[config.mk]
export PLATFORM = sky130hd
export DESIGN_NAME = adder_tree_pipe
export DESIGN_NICKNAME = d
export VERILOG_FILES = /design/src/rtl/adder_pkg.sv /design/src/rtl/adder_tree_level.sv /design/src/rtl/adder_tree_pipe.sv
export SDC_FILE = /design/constraint.sdc
export NUM_CORES = 1
export LEC_CHECK = 0
export ABC_AREA = 1
export ABC_CLOCK_PERIOD_IN_PS = 7100
export CAP_MARGIN = 20
export CORE_UTILIZATION = 60
export DETAILED_ROUTE_END_ITERATION = 8
export PLACE_DENSITY = 0.82
export SLEW_MARGIN = 20
export SYNTH_ARGS = -nofsm -noshare
export SYNTH_HDL_FRONTEND = slang
export SYNTH_HIERARCHICAL = 1
export SYNTH_SLANG_ARGS = --single-unit
[constraint.sdc]
create_clock -name clk -period 7.1 [get_ports clk]
set_input_delay 1.775 -clock clk [delete_from_list [all_inputs] [get_ports clk]]
set_output_delay 1.775 -clock clk [all_outputs]
set_load 0.02 [all_outputs]
[src/rtl/adder_pkg.sv]
// Shared helpers for the pipelined adder tree: width arithmetic and the
// saturation-mode enum used to bind the SAT parameter readably.
package adder_pkg;

    typedef enum logic {
        WRAP     = 1'b0,
        SATURATE = 1'b1
    } sat_mode_t;

    function automatic int clog2(input int n);
        int r;
        r = 0;
        for (int v = 1; v < n; v = v << 1) begin
            r = r + 1;
        end
        return r;
    endfunction

    // Smallest accumulator that holds a full tree sum plus one accumulate step.
    function automatic int min_w_acc(input int n_ops, input int w_in);
        return w_in + clog2(n_ops) + 1;
    endfunction

    localparam int DEFAULT_MIN_W_ACC = min_w_acc(4, 16);

endpackage

[src/rtl/adder_tree_level.sv]
// One registered level of the adder tree: adds adjacent operand pairs into
// results one bit wider, optionally folding a carry-in into the first pair.
module adder_tree_level #(
    parameter int N_IN    = 4,
    parameter int W       = 16,
    parameter bit USE_CIN = 1'b0
) (
    input  logic                       clk,
    input  logic                       rst,
    input  logic                       i_en,
    input  logic                       i_valid,
    input  logic [N_IN*W-1:0]          i_data,
    input  logic                       i_cin,
    input  logic                       i_acc,
    output logic                       o_valid,
    output logic [(N_IN/2)*(W+1)-1:0]  o_data,
    output logic                       o_acc
);

    localparam int N_OUT = N_IN / 2;

    logic [N_OUT*(W+1)-1:0] w_sum;
    logic [W:0]             w_cin;

    logic                   r_valid;
    logic [N_OUT*(W+1)-1:0] r_data;
    logic                   r_acc;

    assign w_cin = {{W{1'b0}}, (USE_CIN ? i_cin : 1'b0)};

    // The carry fits in the widened first pair: 2*(2^W-1)+1 < 2^(W+1).
    always_comb begin
        w_sum = '0;
        for (int k = 0; k < N_OUT; k++) begin
            w_sum[k*(W+1) +: (W+1)] = {1'b0, i_data[(2*k)*W +: W]}
                                    + {1'b0, i_data[(2*k+1)*W +: W]}
                                    + ((k == 0) ? w_cin : '0);
        end
    end

    always_ff @(posedge clk) begin
        if (rst) begin
            r_valid <= 1'b0;
            r_data  <= '0;
            r_acc   <= 1'b0;
        end else if (i_en) begin
            r_valid <= i_valid;
            r_data  <= w_sum;
            r_acc   <= i_acc;
        end
    end

    assign o_valid = r_valid;
    assign o_data  = r_data;
    assign o_acc   = r_acc;

endmodule

[src/rtl/adder_tree_pipe.sv]
// Pipelined N-operand adder with carry-in, optional accumulate onto the last
// emitted result, wrap or saturate on overflow, and valid/ready on both sides.
module adder_tree_pipe
    import adder_pkg::*;
#(
    parameter int N_OPS = 4,
    parameter int W_IN  = 16,
    parameter int W_ACC = 24,
    parameter int SAT   = 0
) (
    input  logic                    clk,
    input  logic                    rst,
    input  logic                    in_valid,
    output logic                    in_ready,
    input  logic [N_OPS*W_IN-1:0]   in_data,
    input  logic                    in_cin,
    input  logic                    in_acc,
    output logic                    out_valid,
    input  logic                    out_ready,
    output logic [W_ACC-1:0]        out_sum,
    output logic                    out_zero,
    output logic                    out_ovf
);

    localparam int        LV   = clog2(N_OPS);
    localparam int        WT   = W_IN + LV;
    localparam sat_mode_t MODE = (SAT != 0) ? SATURATE : WRAP;

    logic             w_stall;
    logic [WT-1:0]    w_tree_sum;
    logic             w_tree_valid;
    logic             w_tree_acc;
    logic [W_ACC:0]   w_full;
    logic [W_ACC-1:0] w_next;

    logic             r_out_valid;
    logic [W_ACC-1:0] r_sum;
    logic             r_zero;
    logic             r_ovf;

    // One global stall freezes every stage, so set order and in_acc pairing hold.
    assign w_stall  = r_out_valid & ~out_ready;
    assign in_ready = ~w_stall;

    for (genvar i = 1; i <= LV; i++) begin : g_lvl
        localparam int NI = N_OPS >> (i - 1);
        localparam int WI = W_IN + i - 1;

        logic [NI*WI-1:0]          w_in_data;
        logic                      w_in_valid;
        logic                      w_in_acc;
        logic [(NI/2)*(WI+1)-1:0]  w_data;
        logic                      w_valid;
        logic                      w_acc;

        if (i == 1) begin : g_src
            assign w_in_data  = in_data;
            assign w_in_valid = in_valid;
            assign w_in_acc   = in_acc;
        end else begin : g_src
            assign w_in_data  = g_lvl[i-1].w_data;
            assign w_in_valid = g_lvl[i-1].w_valid;
            assign w_in_acc   = g_lvl[i-1].w_acc;
        end

        adder_tree_level #(
            .N_IN    (NI),
            .W       (WI),
            .USE_CIN (i == 1)
        ) u_level (
            .clk     (clk),
            .rst     (rst),
            .i_en    (~w_stall),
            .i_valid (w_in_valid),
            .i_data  (w_in_data),
            .i_cin   (in_cin),
            .i_acc   (w_in_acc),
            .o_valid (w_valid),
            .o_data  (w_data),
            .o_acc   (w_acc)
        );
    end

    assign w_tree_sum   = g_lvl[LV].w_data;
    assign w_tree_valid = g_lvl[LV].w_valid;
    assign w_tree_acc   = g_lvl[LV].w_acc;

    // r_sum doubles as the accumulator: it always equals the last emitted result.
    always_comb begin
        w_full = (w_tree_acc ? {1'b0, r_sum} : '0)
               + {{(W_ACC + 1 - WT){1'b0}}, w_tree_sum};
        w_next = w_full[W_ACC-1:0];
        if (MODE == SATURATE && w_full[W_ACC]) begin
            w_next = '1;
        end
    end

    always_ff @(posedge clk) begin
        if (rst) begin
            r_out_valid <= 1'b0;
            r_sum       <= '0;
            r_zero      <= 1'b0;
            r_ovf       <= 1'b0;
        end else if (!w_stall) begin
            r_out_valid <= w_tree_valid;
            if (w_tree_valid) begin
                r_sum  <= w_next;
                r_zero <= (w_next == '0);
                r_ovf  <= w_full[W_ACC];
            end
        end
    end

    assign out_valid = r_out_valid;
    assign out_sum   = r_sum;
    assign out_zero  = r_zero;
    assign out_ovf   = r_ovf;

endmodule
### Metal 3, run 1

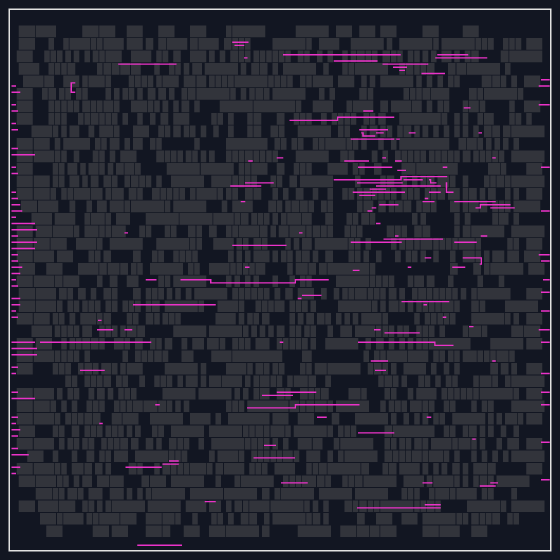
- wire length on this layer: 705 µm
- longest straight run: 25.3 µm
- share of all routed wire: 3.6%
total wirelength of the detailed-routed design: 19.7 mm
overall via count from detail_route: 8,365
met3 usage in global routing: 3.63%

### Cells by drive strength, run 1

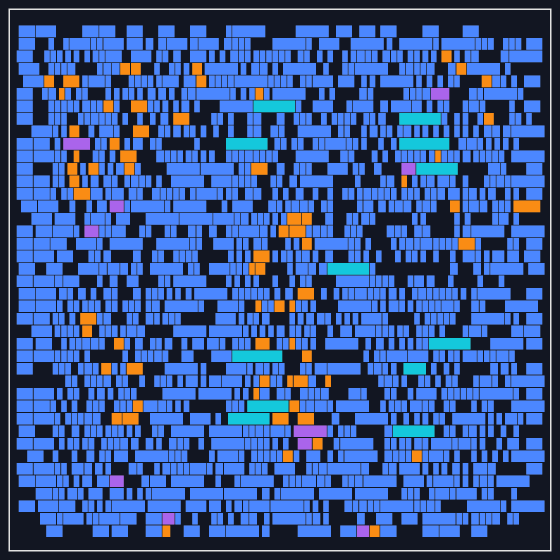
- orange: x2 (cells 67; share 4.5%; most used nand2_2)
- purple: x3 and x4 (cells 10; share 0.68%)
- cyan: x6 and larger (cells 12; share 0.81%; most used clkbuf_16)
- blue: x1 and smaller (cells 1,391; share 94%; most used nand2_1)
Synth-to-Final Area Change: 17.2%
final critical-path setup slack: 2.40 ns
Post-Layout Inst Area: 9380 µm²
non-clock buffer count in the final layout: 99

==> commit_impl_results.txt, run 1 <==
Refresh implementation metrics

- The violation tally recorded at the end of detailed-routing iteration 0 is about 550.
* Slew margin rel.: 31.6%
* Floorplan Core Area: ~13,000 µm²
- Master of the slowest instance on the critical path: clkdlybuf4s50_1
* Antenna diode count: 0
- Routability congestion estimate from global placement: 0.923
* Async set-reset flop share out of synthesis: 0%
* Library cell with the highest instance count after synthesis: nand2_1
- Summed over all layers, the global routing overflow is 0.
- Flops out of synthesis: 83
- Vert. Die Dim: 118 µm
- Along the critical path, the tally of buffer and inverter instances is 3.
- Type of the most critical hold path: reg2reg
- The CTS report gives the tree buffer count as 9.
- The die is 118 µm wide.
- Top post-synthesis cells by area: dfxtp_1 21%, nand2_1 21%, inv_1 13%
* Detailed-route vias per instance: 5.06
- The leakage component of the power was reported as 5.59 nW.
- Post-synthesis cell count from yosys: ~1,400
* Count of unresolved DRC violations after routing: 0
* Unrepaired setup endpoints after global routing: no
* Count of endpoints failing hold in the final timing report: 0
* Top cell type's share of synthesized area: 20.8%
* CP endpoint kind: output pin
- The post-synth count of flops with an enable pin is 0.
- Along the worst hold path, the cell count comes to 2.
- Floorplan row count: 41
- CP max FO: 2
- Library cell with the largest summed area after synthesis: dfxtp_1
* Share of post-route cells with drive strength above 1: 6.01%
* # hold bufs at CTS: 0
- The first global-routing pass estimated 34.0 mm of wire.
* Leading cell types by count after synthesis: 438 x nand2_1, 281 x inv_1, 179 x nor2_1
* Critical Path AT: 2.93 ns
* Critical path launch point: out_ready
- Overall fraction of global-route tracks in use: 29.5%
- According to the CTS report, the clock sink count is 83.
- Hold Crit Start: out_sum[2]
* Pin slew with the least headroom to its limit: 1.02 ns
- Traced cell by cell, the critical path runs through clkdlybuf4s50_1, inv_1, nand2_2, clkdlybuf4s50_1.
* Reg2Reg Launch Point: g_lvl[2].u_level/o_acc
* DRT Pass-1 Iters: 7
* Synthesized instance count: 1,390
- Gates resized during post-CTS repair numbered 0.
* Worst hold margin: 0.485 ns
* Number of OpenROAD warnings: 26
* Crit-path most repeated cell: clkdlybuf4s50_1
- Clock transition at the registers of the reported paths: 0.06 ns
* Number of global-route vias before repair: 7,708
- For reference, the most critical setup path is categorized as in2out.
- Per the power-grid run, VDD falls by no more than 0.109 mV.
* Pwr Density: roughly 170 nW/µm²
- Max Cap Violations: 0
- CTS tree: done
- Subtracting the final worst setup slack from the clock period gives 4.70 ns.
* Minimum setup slack among reg-to-reg paths: 4.03 ns
* Final-report setup violation count: 0
- The overall die size recorded for this design is 13,800 µm².
- The report puts the cell count of the worst reg-to-reg path at 16.
- The H-tree was split into 3 levels.
* Synthesized netlist net count: 1,531
- After layout, the setup clock skew is reported as between 0.007 and 0.008 ns.
* Number of antenna violations at the first check in global routing: 0
* Stages on the worst setup path: 4
* Chip area line of the yosys report: 8010 µm²
- Dominant Register Cell: dfxtp_1
- Synth Seq Share: roughly a fifth
- Clock tree buffer depth: 2
- Core Density at Floorplan: 62.4%
- For this run, the post-layout net count is 1,616.
- The average instance in the mapped netlist occupies 5.76 µm².
- Netlist cell types: 41
* Reg-to-Reg End: out_zero
- For this run, the top clock speed supported by timing is ~0.21 GHz.
- In this run the clock root is driven by a clkbuf_16.
* Status: finished, final reports clean
* Data required time at the worst endpoint: 5.33 ns
* Post-detail-place hpwl: 15.4 mm
* Setup bufs post-CTS: 0
- The final layout reports a setup TNS of 0 ns.
* Synthesized area: around 8000 µm²
* Final Max Slew Viols: 0
- Input and output buffers added on the ports amount to 97.
- The largest single stage delay on the critical path is 0.60 ns.
* Kind of cell with the highest combined delay on the critical path: buffers and inverters
* Largest net degree at the start of global routing: around 96
- The worst setup path is launched from an input pin.
* Endpoint of the worst hold-timing path: out_sum[2]
* Warnings, synthesis: 6
- Final worst-path cycle share: roughly 66%
- The detail route stage leaves a number of antenna-violating nets equal to 0.
- Io pins: roughly 98
### Routing congestion map, run 1

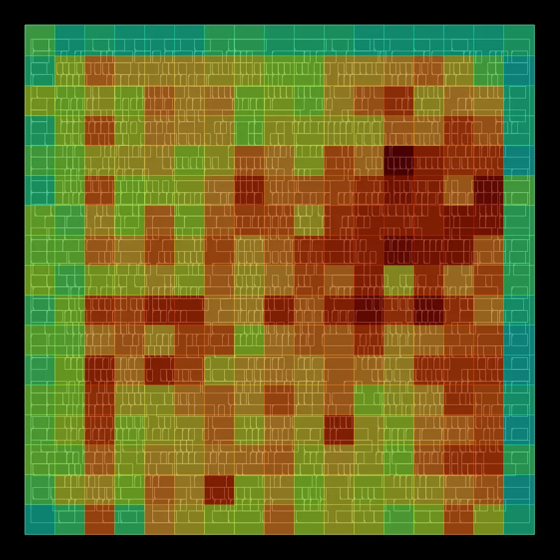
fraction of the core area covered by cells at the end of the flow: 73.1%
Global Route met2 Usage: 52.5%
Routed WL per cell: 11.9 µm

-- run 1: routing by layer --
layer  GRT usage, %  wire (µm)
met1           35.0       8640
met3           3.63        705
met4           14.1        865
met2           52.5       9480
met5              0          0
-- run 1: flip-flops by register name, indices dropped and copies added (netlist names) --
register / cells
g_lvl.u_level/o_data: 52
out_sum: 24
out_ovf: 1
g_lvl.u_level/o_valid: 2
out_zero: 1
g_lvl.u_level/o_acc: 2
out_valid: 1
-- run 1: placed cells by master (no fill, tap or decap), types with 8 or more instances in the layout --
cell             instances
inv_2                   11
ha_1                    66
nand2_1                437
nand3_1                 95
clkdlybuf4s50_1         96
nand3b_1                12
nand4_1                 10
nor3_2                   9
o211ai_1                20
xor2_1                   8
nand2_2                 28
o21ai_0                 39
dfxtp_1                 83
clkbuf_16                9
inv_1                  281
a21oi_1                 36
nor2_1                 179
-- run 1: how the worst max path moves through the flow --
stage             endpoint  slack [ns]
2_1_floorplan     in_ready        3.31
3_3_place_gp      out_zero        2.29
3_5_place_dp   out_sum[16]        2.23
4_1_cts           in_ready        2.39
5_1_grt           out_zero        2.17
6_report          in_ready        2.40
-- run 1: worst reg2reg max path, delay by kind of cell, from the launching register on --
kind | cells | cell delay [ns]
buffers and inverters | 2 | 0.16
adders and majority gates | 1 | 0.28
DFF | 1 | 0.99
and+or+nand+nor | 12 | 1.24
AOI/OAI and AO/OA | 1 | 0.34
-- run 1: metrics by stage --
step	area, µm²	setup WS [ns]	cells	utilization, %	total power, mW
finish	9380	2.40	1652	73.1	1.64
global route	9380	2.17	1652	73.1	1.75
CTS	9380	2.39	1652	73.1	1.64
detailed placement	9060	2.23	1636	70.6	1.13
global placement	9060	2.29	1636	70.6	1.11
floorplan	8010	3.31	1390	-	0.963
-- run 1: layout make-up --
cell class	instances	area (µm²)
clock buffers	12	246
fillers	1129	3440
multi-input cells	988	5100
well taps	172	215
repair buffers	99	981
flip-flops and latches	83	1660
clock inverters	4	73.8
inverters	294	1100
-- run 1: cells by family after synthesis --
logic type               Yosys count  synth area share, %
AND/OR/NAND/NOR                  797                 42.7
buffers and inverters            319                 15.6
AND-OR/OR-AND                    104                 7.52
XOR/XNOR                          16                 1.84
flip-flops                        83                 20.8
adder cells (fa/ha/maj)           71                 11.6
-- run 1: power by group --
group	internal [mW]	total, mW	switching (mW)
logic	0.230	0.569	0.338
registers	0.519	0.558	0.0395
clock network	0.318	0.512	0.194
### Clock network drawn from the DEF, run 1

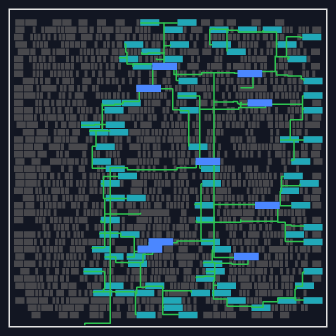

--- run 2 (diff from run 1) ---
--- a/config.mk
+++ b/config.mk
@@ -6,11 +6,11 @@
 export NUM_CORES = 1
 export LEC_CHECK = 0
 export ABC_AREA = 1
-export ABC_CLOCK_PERIOD_IN_PS = 7100
+export ABC_CLOCK_PERIOD_IN_PS = 3800
 export CAP_MARGIN = 20
-export CORE_UTILIZATION = 60
+export CORE_UTILIZATION = 52
 export DETAILED_ROUTE_END_ITERATION = 8
-export PLACE_DENSITY = 0.82
+export PLACE_DENSITY = 0.75
 export SLEW_MARGIN = 20
 export SYNTH_ARGS = -nofsm -noshare
 export SYNTH_HDL_FRONTEND = slang
==> constraint.sdc (replaced) <==
create_clock -name clk -period 3.8 [get_ports clk]
set_input_delay 0.95 -clock clk [delete_from_list [all_inputs] [get_ports clk]]
set_output_delay 0.95 -clock clk [all_outputs]
set_load 0.02 [all_outputs]
### Clock network drawn from the DEF, run 2

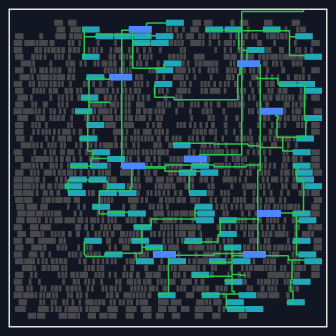
- cyan: flip-flops (count 83)
- blue: clock-net drivers (count 9)
- green: clock wires (length 1,270 µm)
- routed clock nets: 10
Clock Skews: 0.00896 ns
clk_lat worst skew: 0.36 ns
share of power burned in the clock network: 28.5%
clk pwr: 0.837 mW

### Routing congestion map, run 2

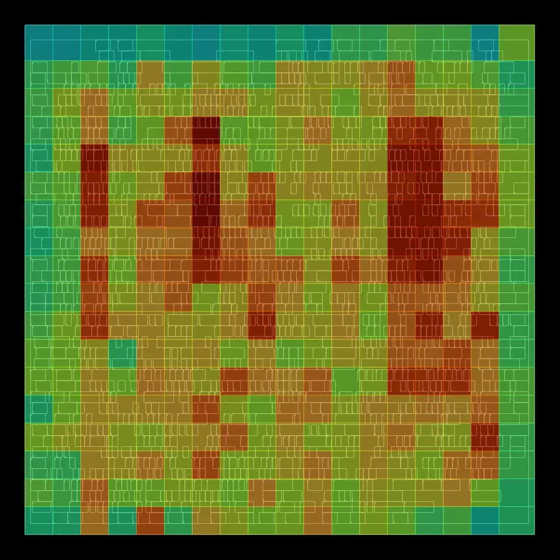
most congested layer reported by global routing: met2
fraction of the core area covered by cells at the end of the flow: 63.6%
met3 usage in global routing: 3.14%
Routed WL per cell: 11.9 µm
global routing met1 resource utilization: 31.6%

==> commit_impl_results.txt, run 2 <==
Refresh implementation metrics

- Dominant Register Cell: dfxtp_1
- The launch point of the worst min-delay path is recorded as g_lvl[1].u_level/o_data[24].
- The number of slew-limit violations in the final report was 0 (unchanged).
- The total inserted antenna cells is 0 (unchanged).
- The width of the die came to 126 µm (+7.3%).
- Net switching power: 1.09 mW (+91%)
- The proportion of synthesized flip-flops having asynchronous set or reset came to 0% (unchanged).
- Max Cap Violations: 0 (unchanged)
- Count of nets after finishing: 1,621 (+0.31%)
* Final-report setup violation count: 0 (unchanged)
* Final critical delay including setup and external delays: a little over 3 ns
- Count of input and output buffers: 97 (unchanged)
* Synthesized area: 8010 µm² (unchanged)
- The synthesized flop and latch total was 83 (unchanged).
- Library cell with the largest summed area after synthesis: dfxtp_1
* Count of endpoints failing hold in the final timing report: 0 (unchanged)
- The I/O pin count is 98 (unchanged).
- The run finished with clean final reports.
- Looking at the reg2reg group, the worst path starts from g_lvl[2].u_level/o_acc.
- Core Density at Floorplan: 54.3% (-8.2 points)
* Critical Path AT: 2.11 ns (-0.82 ns)
- Detailed-route vias per instance: 4.87 (-3.8%)
- The area after detailed placement came to 9110 µm² (+0.58%).
* Library cell with the highest instance count after synthesis: nand2_1
* Pin slew with the least headroom to its limit: 0.957 ns (-0.0665 ns)
- The relative area change from synthesis to final layout is 17.2% (about the same).
- Clock net sink count: 83 (unchanged)
- By area the synthesized netlist is led by dfxtp_1 21%, nand2_1 21%, inv_1 13%.
- Overall via count from detail_route: 8,130 (-2.8%)
- For the worst reg-to-reg path, the endpoint reported by OpenROAD is out_zero.
- The core area is 14,800 µm² (+15%).
* Switching Share: 37.2% (+2.3 points)
- Overall fraction of global-route tracks in use: 26.7% (-2.8 points)
* Warnings, synthesis: 6 (unchanged)
- Chip area line of the yosys report: 8010 µm² (unchanged)
- CP peak stage delay: 0.60 ns (about the same)
- CP max FO: 3 (+1)
- The number of gates resized after cts is 0 (unchanged).
- Top cell type's share of synthesized area: 20.8% (unchanged)
* Global-route congestion overflow total: 0 (unchanged)
- Maximum ir drop on the vdd rail: 0.252 mV (+130%)
- Top Layout Cells: 437 x nand2_1, 281 x inv_1, 179 x nor2_1
- The height of the chip came to 126 µm (+7.3%).
* Sequential cell area: 1660 µm² (unchanged)
- The number of synthesized flops with an enable pin came to 0 (unchanged).
- The area of all placed cells without fillers was 9380 µm² (about the same).
- Leading cell types by count after synthesis: 438 x nand2_1, 281 x inv_1, 179 x nor2_1
- Looking at the setup timing report, the critical path kind is in2out.
- Number of CTS-inserted buffers: 9 (unchanged)
* Data required time at the worst endpoint: 2.85 ns (-2.48 ns)
- According to the timing report, the critical path is launched from out_ready.
- Floorplan die area: 15,900 µm² (+15%)
- Type of the most critical hold path: reg2reg
* Routability congestion estimate from global placement: 0.943 (+2.2%)
- Post-detail-place hpwl: 16.2 mm (+4.9%)
- DRT Pass-1 Iters: 5 (-2)
- Setup repair after global routing left no endpoint under its margin.
* Iteration-0 DRC Markers: 342 (-38%)
- Netlist cell types: 41 (unchanged)
* Total internal power: 1.85 mW (+73%)
- The reg-to-reg setup timing slack was 0.90 ns (-3.13 ns).
* WHS Path Cells: 2 (unchanged)
- Synthesized netlist net count: 1,531 (unchanged)
- The report lists the cells along the critical path as clkdlybuf4s50_1, inv_1, nand2_2, clkdlybuf4s50_1.
- Post-route antenna net violation count: 0 (unchanged)
* Floorplan row count: 44 (+7.3%)
- Share of post-route cells with drive strength above 1: 6.40% (+0.38 points)
- Mean area per synthesized cell: 5.76 µm² (unchanged)
- The tally of filler cells in the layout is 1,527 (+35%).
- The worst relative slew slack is 36.2% (+4.5 points).
* Final worst-path cycle share: about four fifths
- Clock tree buffer depth: 2 (unchanged)
- Number of OpenROAD warnings: 26 (unchanged)
- The number of hold buffers added after cts was 0 (unchanged).
- CTS tree: done
* Area of the multi-input gates: 5100 µm² (unchanged)
- For hold timing, the worst endpoint is g_lvl[1].u_level/o_data[24].
- Wire length of the first global-routing pass: 34.5 mm (+1.6%)
- Synthesized instance count: 1,390 (unchanged)
* Max Clk Rate: 0.327 GHz
- Total wirelength of the detailed-routed design: 19.9 mm (+1.1%)
* Kind of launch point of the worst setup path: input pin
- Share of power burned in registers: 35.5% (+1.4 points)
* R2R depth: 16 (unchanged)
* Most common logic cell in the routed design: nand2_1
- Number of flip-flops under the largest register name: 52 (unchanged)
- The clock slew at the register clock pins of the worst setup and hold paths was 0.06 ns (about the same).
- Largest net degree at the start of global routing: 95 (-1.0%)
* Count of unresolved DRC violations after routing: 0 (unchanged)
* Sum of negative setup slack: 0 ns (unchanged)
* Crit-path most repeated cell: clkdlybuf4s50_1
- The combinational share of power came to 36.0% (+1.3 points).
- The worst setup path is captured at an output pin.
* Synth Seq Share: 20.8% (unchanged)
* Pwr Density: 313 nW/µm² (+79%)
- CTS root buf: clkbuf_16
- The number of antenna violations at the first check in global routing came to 0 (unchanged).
run 2: worst max path at each step:
stage | end
detailed placement | g_lvl[1].u_level/o_data[14]
finish | in_ready
floorplan | out_zero
global placement | g_lvl[1].u_level/o_data[14]
global route | out_zero
CTS | in_ready
run 2: routing by layer:
metal	track usage (%)	vias to the layer above	part of all wire, %
met5	0	-	0
met3	3.14	26	2.6
met4	8.15	0	2.0
li1	-	4423	-
met2	49.8	156	49
met1	31.6	3525	46
run 2: cells by family (layout without fill, tap and decap cells):
family                     Yosys count  count (layout)  synth area share (%)
buffers and inverters              319             414                  15.6
adders and majority gates           71              71                  11.6
DFF                                 83              83                  20.8
xor gates and xnor gates            16              16                  1.84
AOI/OAI and AO/OA                  104             104                  7.52
and+or+nand+nor                    797             797                  42.7
run 2: critical path, delay by kind of cell:
kind,cells,cell delay [ns]
buffers and inverters,3,1.09
AND/OR/NAND/NOR,1,0.07
run 2: final cells by class:
class | instances | area share, %
multi-input combinational | 988 | 54.3
sequential | 83 | 17.7
inverter | 294 | 11.8
timing repair buffer | 104 | 10.9
tap | 184 | 2.45
clock buffer | 10 | 2.44
clock inverter | 6 | 0.427
run 2: power groups by stage:
stage               clock (mW)  sequential, mW  combinational [mW]
floorplan                    0            1.06               0.744
global placement             0            1.06                1.03
detailed placement           0            1.06                1.05
CTS                      0.850            1.04                1.06
global route             0.887            1.06                1.21
finish                   0.837            1.04                1.06
run 2: stage by stage:
stage / hold slack (ns) / power [mW] / setup WS [ns] / instances / util [%]
final: 0.488 / 2.94 / 0.742 / 1669 / 63.6
after global placement: 0.466 / 2.10 / 0.707 / 1653 / 61.8
after detailed placement: 0.476 / 2.12 / 0.664 / 1653 / 61.8
after global routing: 0.527 / 3.15 / 0.633 / 1669 / 63.6
after CTS: 0.496 / 2.95 / 0.733 / 1669 / 63.6
after floorplan: 0.449 / 1.80 / 1.25 / 1390 / -
### Metal 3, run 2

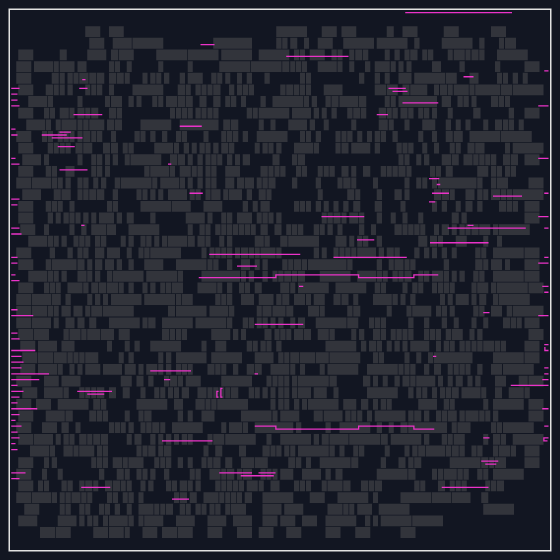

--- run 3 (diff from run 2) ---
--- a/config.mk
+++ b/config.mk
@@ -6,11 +6,11 @@
 export NUM_CORES = 1
 export LEC_CHECK = 0
 export ABC_AREA = 1
-export ABC_CLOCK_PERIOD_IN_PS = 3800
+export ABC_CLOCK_PERIOD_IN_PS = 3030
 export CAP_MARGIN = 20
-export CORE_UTILIZATION = 52
+export CORE_UTILIZATION = 58
 export DETAILED_ROUTE_END_ITERATION = 8
-export PLACE_DENSITY = 0.75
+export PLACE_DENSITY = 0.8
 export SLEW_MARGIN = 20
 export SYNTH_ARGS = -nofsm -noshare
 export SYNTH_HDL_FRONTEND = slang
==> constraint.sdc (replaced) <==
create_clock -name clk -period 3.03 [get_ports clk]
set_input_delay 0.7575 -clock clk [delete_from_list [all_inputs] [get_ports clk]]
set_output_delay 0.7575 -clock clk [all_outputs]
set_load 0.02 [all_outputs]
### Metal 3, run 3

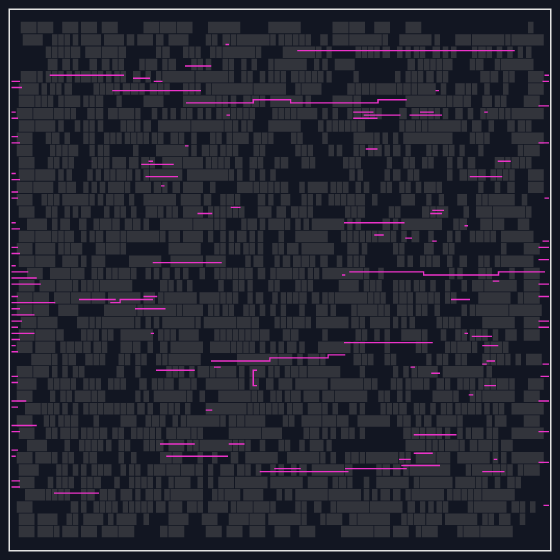
- wire length on this layer: 609 µm
- nets with wire on the layer: 95
- share of all routed wire: 3.1%
- main direction: horizontal

### Clock network drawn from the DEF, run 3

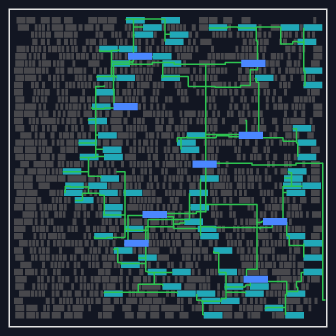
- green: clock wires (length 1,230 µm)
- blue: clock-net drivers (count 9)
- cyan: flip-flops (count 83)
- flops lie: all over the die

==> commit_impl_results.txt, run 3 <==
Refresh implementation metrics

- The cell sitting at the root of the clock tree is a clkbuf_16.
* Async set-reset flop share out of synthesis: 0% (unchanged)
- The number of nets at the end of the flow came to 1,621 (unchanged).
- The total inserted antenna cells is 0 (unchanged).
- Per the synth stats, the flop cell with the highest instance count is dfxtp_1.
- The top cell types in the final layout, fill and taps aside, are 437 x nand2_1, 281 x inv_1, 179 x nor2_1.
- The violation tally from detailed-route iteration zero came to 493 (+44%).
* Post-synth EDFFs: 0 (unchanged)
- The basic-gate share of the synthesized area counting and, or, nand and nor cells is 42.7% (unchanged).
* Detailed-route vias per instance: 4.94 (+1.5%)
- The row count was 42 (-4.5%).
- Width of the chip: 119 µm (-5.2%)
- Kind of cell with the highest combined delay on the critical path: buffers and inverters
* Clock net sink count: 83 (unchanged)
* Cell breakdown of the critical path: clkdlybuf4s50_1, inv_1, nand2_2, clkdlybuf4s50_1
- Pwr Density: 397 nW/µm² (+27%)
- Mux share: 0% (unchanged)
- Status: finished, final reports clean
* Routed WL per cell: 11.8 µm (-0.83%)
- Final Max Slew Viols: 0 (unchanged)
* Count of input and output buffers: 97 (unchanged)
- Final-report setup violation count: 0 (unchanged)
* Warnings, synthesis: 6 (unchanged)
* Top post-synthesis cells by area: dfxtp_1 21%, nand2_1 21%, inv_1 13%
- The worst endpoint data arrival time was 2.00 ns (-0.11 ns).
* Top cell type's share of synthesized area: 20.8% (unchanged)
* Maximum ir drop on the vdd rail: 0.256 mV (+1.3%)
- Count of unresolved DRC violations after routing: 0 (unchanged)
- Area fraction in full adders, half adders and majority gates: 11.6% (unchanged)
- Clock tree buffer depth: 2 (unchanged)
* Main kind of combinational logic by area: simple AND/OR/NAND/NOR gates
- Post-detail-place hpwl: 15.9 mm (-1.7%)
- Leading cell types by count after synthesis: 438 x nand2_1, 281 x inv_1, 179 x nor2_1
- Type of the most critical hold path: reg2reg
* DRT Pass-1 Iters: 5 (unchanged)
- The layout cell share with drive strength beyond 1 was 6.33% (-0.067 points).
* Number of flip-flops under the largest register name: 52 (unchanged)
* CP max FO: 3 (unchanged)
- The Yosys chip area was 8010 µm² (unchanged).
- Floorplan die area: 14,300 µm² (-10%)
- XOR/XNOR share of the synthesized area: 1.84% (unchanged)
- Largest net degree at the start of global routing: 95 (unchanged)
- The most frequently used library cell after synthesis is nand2_1.
- Dividing the final minimum period by the clock period gives 90.9%.
- Unrepaired setup endpoints after global routing: no
- The sum of internal, switching and leakage power was 3.74 mW (+27%).
- Synthesized area: 8010 µm² (unchanged)
- The number of vias after detailed routing came to 8,213 (+1.0%).
* Floorplan Core Area: 13,300 µm² (-9.5%)
* Slew margin rel.: 65.6% (+29 points)
- Of all cell types, the one taking the most synthesized area is dfxtp_1.
* CP endpoint kind: output pin
- Number of CTS-inserted buffers: 9 (unchanged)
* Resized cells post-CTS: 0 (unchanged)
* Clock transition at the registers of the reported paths: 0.06 ns (about the same)
* Global-route congestion overflow total: 0 (unchanged)
* Synth-to-Final Area Change: 17.7%
* Total wirelength of the detailed-routed design: 19.6 mm (-1.3%)
- Most common logic cell in the routed design: nand2_1
- The height of the chip was 119 µm (-5.2%).
* Routability congestion estimate from global placement: 0.893 (-5.3%)
- The post-synthesis compound-gate area fraction is 7.52% (unchanged).
- The number of hold buffers added after cts is 0 (unchanged).
* Max Cap Violations: 0 (unchanged)
- The number of different library cells in the post-synthesis netlist was 41 (unchanged).
- The buffers plus inverters on the worst setup path is 3 (unchanged).
* Post-route antenna net violation count: 0 (unchanged)
- The number of hold violations in the final report was 0 (unchanged).
* Wire length of the first global-routing pass: 33.5 mm (-2.9%)
- TritonCTS built the clock tree.
==> run 3: path summary, 6_finish.rpt <==
path                            start                       end  slack (ns)  cells after the start
max                         out_ready                  in_ready        0.28                      4
min          g_lvl[1].u_level/o_valid  g_lvl[2].u_level/o_valid        0.49                      2
max reg2reg    g_lvl[2].u_level/o_acc                  out_zero        0.51                     18
min reg2reg  g_lvl[1].u_level/o_valid  g_lvl[2].u_level/o_valid        0.49                      2
==> run 3: area by class of cell <==
| cell class | count | area (µm²) | area share, % |
|---|---|---|---|
| well taps | 176 | 220 | 2.34 |
| flip-flops and latches | 83 | 1660 | 17.6 |
| clock buffers | 11 | 233 | 2.47 |
| clock inverters | 5 | 53.8 | 0.571 |
| repair buffers | 104 | 1060 | 11.2 |
| multi-input cells | 988 | 5100 | 54.1 |
| inverters | 294 | 1100 | 11.7 |
==> run 3: cells by family after synthesis <==
group	count (synthesis)
simple gates	797
buf+inv	319
compound gates	104
fa+ha+maj	71
flops	83
xor+xnor	16
==> run 3: power by group <==
| group | total (mW) | internal [mW] | switching [mW] |
|---|---|---|---|
| sequential | 1.31 | 1.22 | 0.0943 |
| clock | 1.10 | 0.637 | 0.467 |
| combinational | 1.33 | 0.546 | 0.783 |
| total | 3.74 | 2.40 | 1.34 |
==> run 3: routing by layer <==
metal / wire length (µm) / up-vias / GRT usage (%)
li1: - / 4418 / -
met1: 8850 / 3582 / 34.8
met2: 9710 / 175 / 52.3
met3: 608 / 38 / 3.37
met4: 471 / 0 / 10.1
met5: 0 / - / 0
==> run 3: stage by stage <==
stage	area (µm²)	std cells	hold slack [ns]	setup slack, ns	utilization (%)
after floorplan	8010	1390	0.449	0.482	-
after global routing	9430	1661	0.515	0.158	70.6
after detailed placement	9140	1645	0.474	0.126	68.5
after CTS	9430	1661	0.494	0.279	70.6
final	9430	1661	0.488	0.277	70.6
after global placement	9140	1645	0.467	0.174	68.5
==> run 3: worst register-to-register path, stage by stage (launching register included) <==
cell     delay, ns
dfxtp_1       0.37
buf_12        0.18
nand2_1       0.11
inv_1         0.06
ha_1          0.35
nand2_1       0.14
nor2_1        0.17
inv_1         0.10
nor3_1        0.14
nand2_1       0.11
nand2_1       0.07
nand2_1       0.04
nand2_1       0.11
nand3_1       0.09
nor2_1        0.10
nand3_1       0.10
nor2_1        0.11
nor2_1        0.05
nor2_1        0.07

==> layout pictures side by side <==
Logic cells by family.
panel A
Bar = 20 µm.
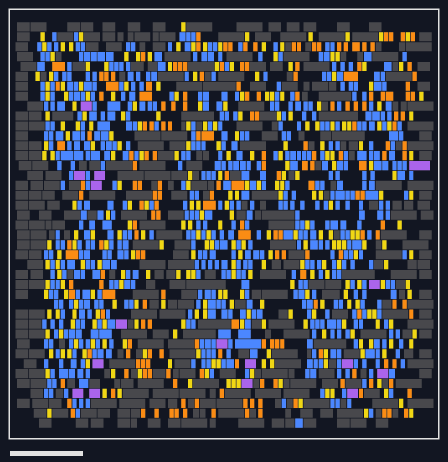
panel B
Bar = 20 µm.
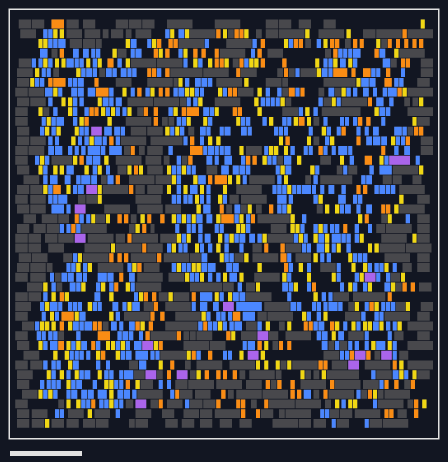
panel C
Bar = 50 µm.
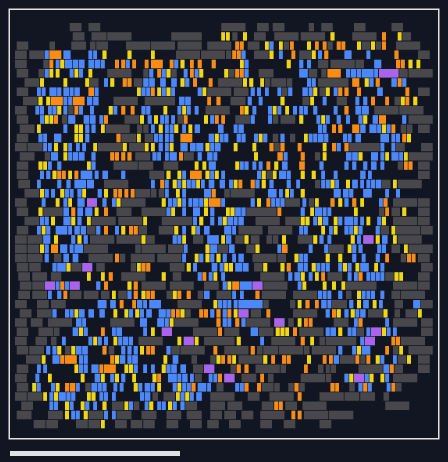
run 2 -> panel C
run 3 -> panel B
run 1 -> panel A

Key to panel C:
- yellow: inv cells (cells 294; most used inv_1; where all over the die)
- purple: xor and xnor cells (cells 16; most used xor2_1)
- blue: nand cells (cells 590; most used nand2_1; where all over the die)
- orange: nor cells (cells 199; most used nor2_1; where all over the die)

Power figures rest on the tool's default switching activity, not on a simulated workload.
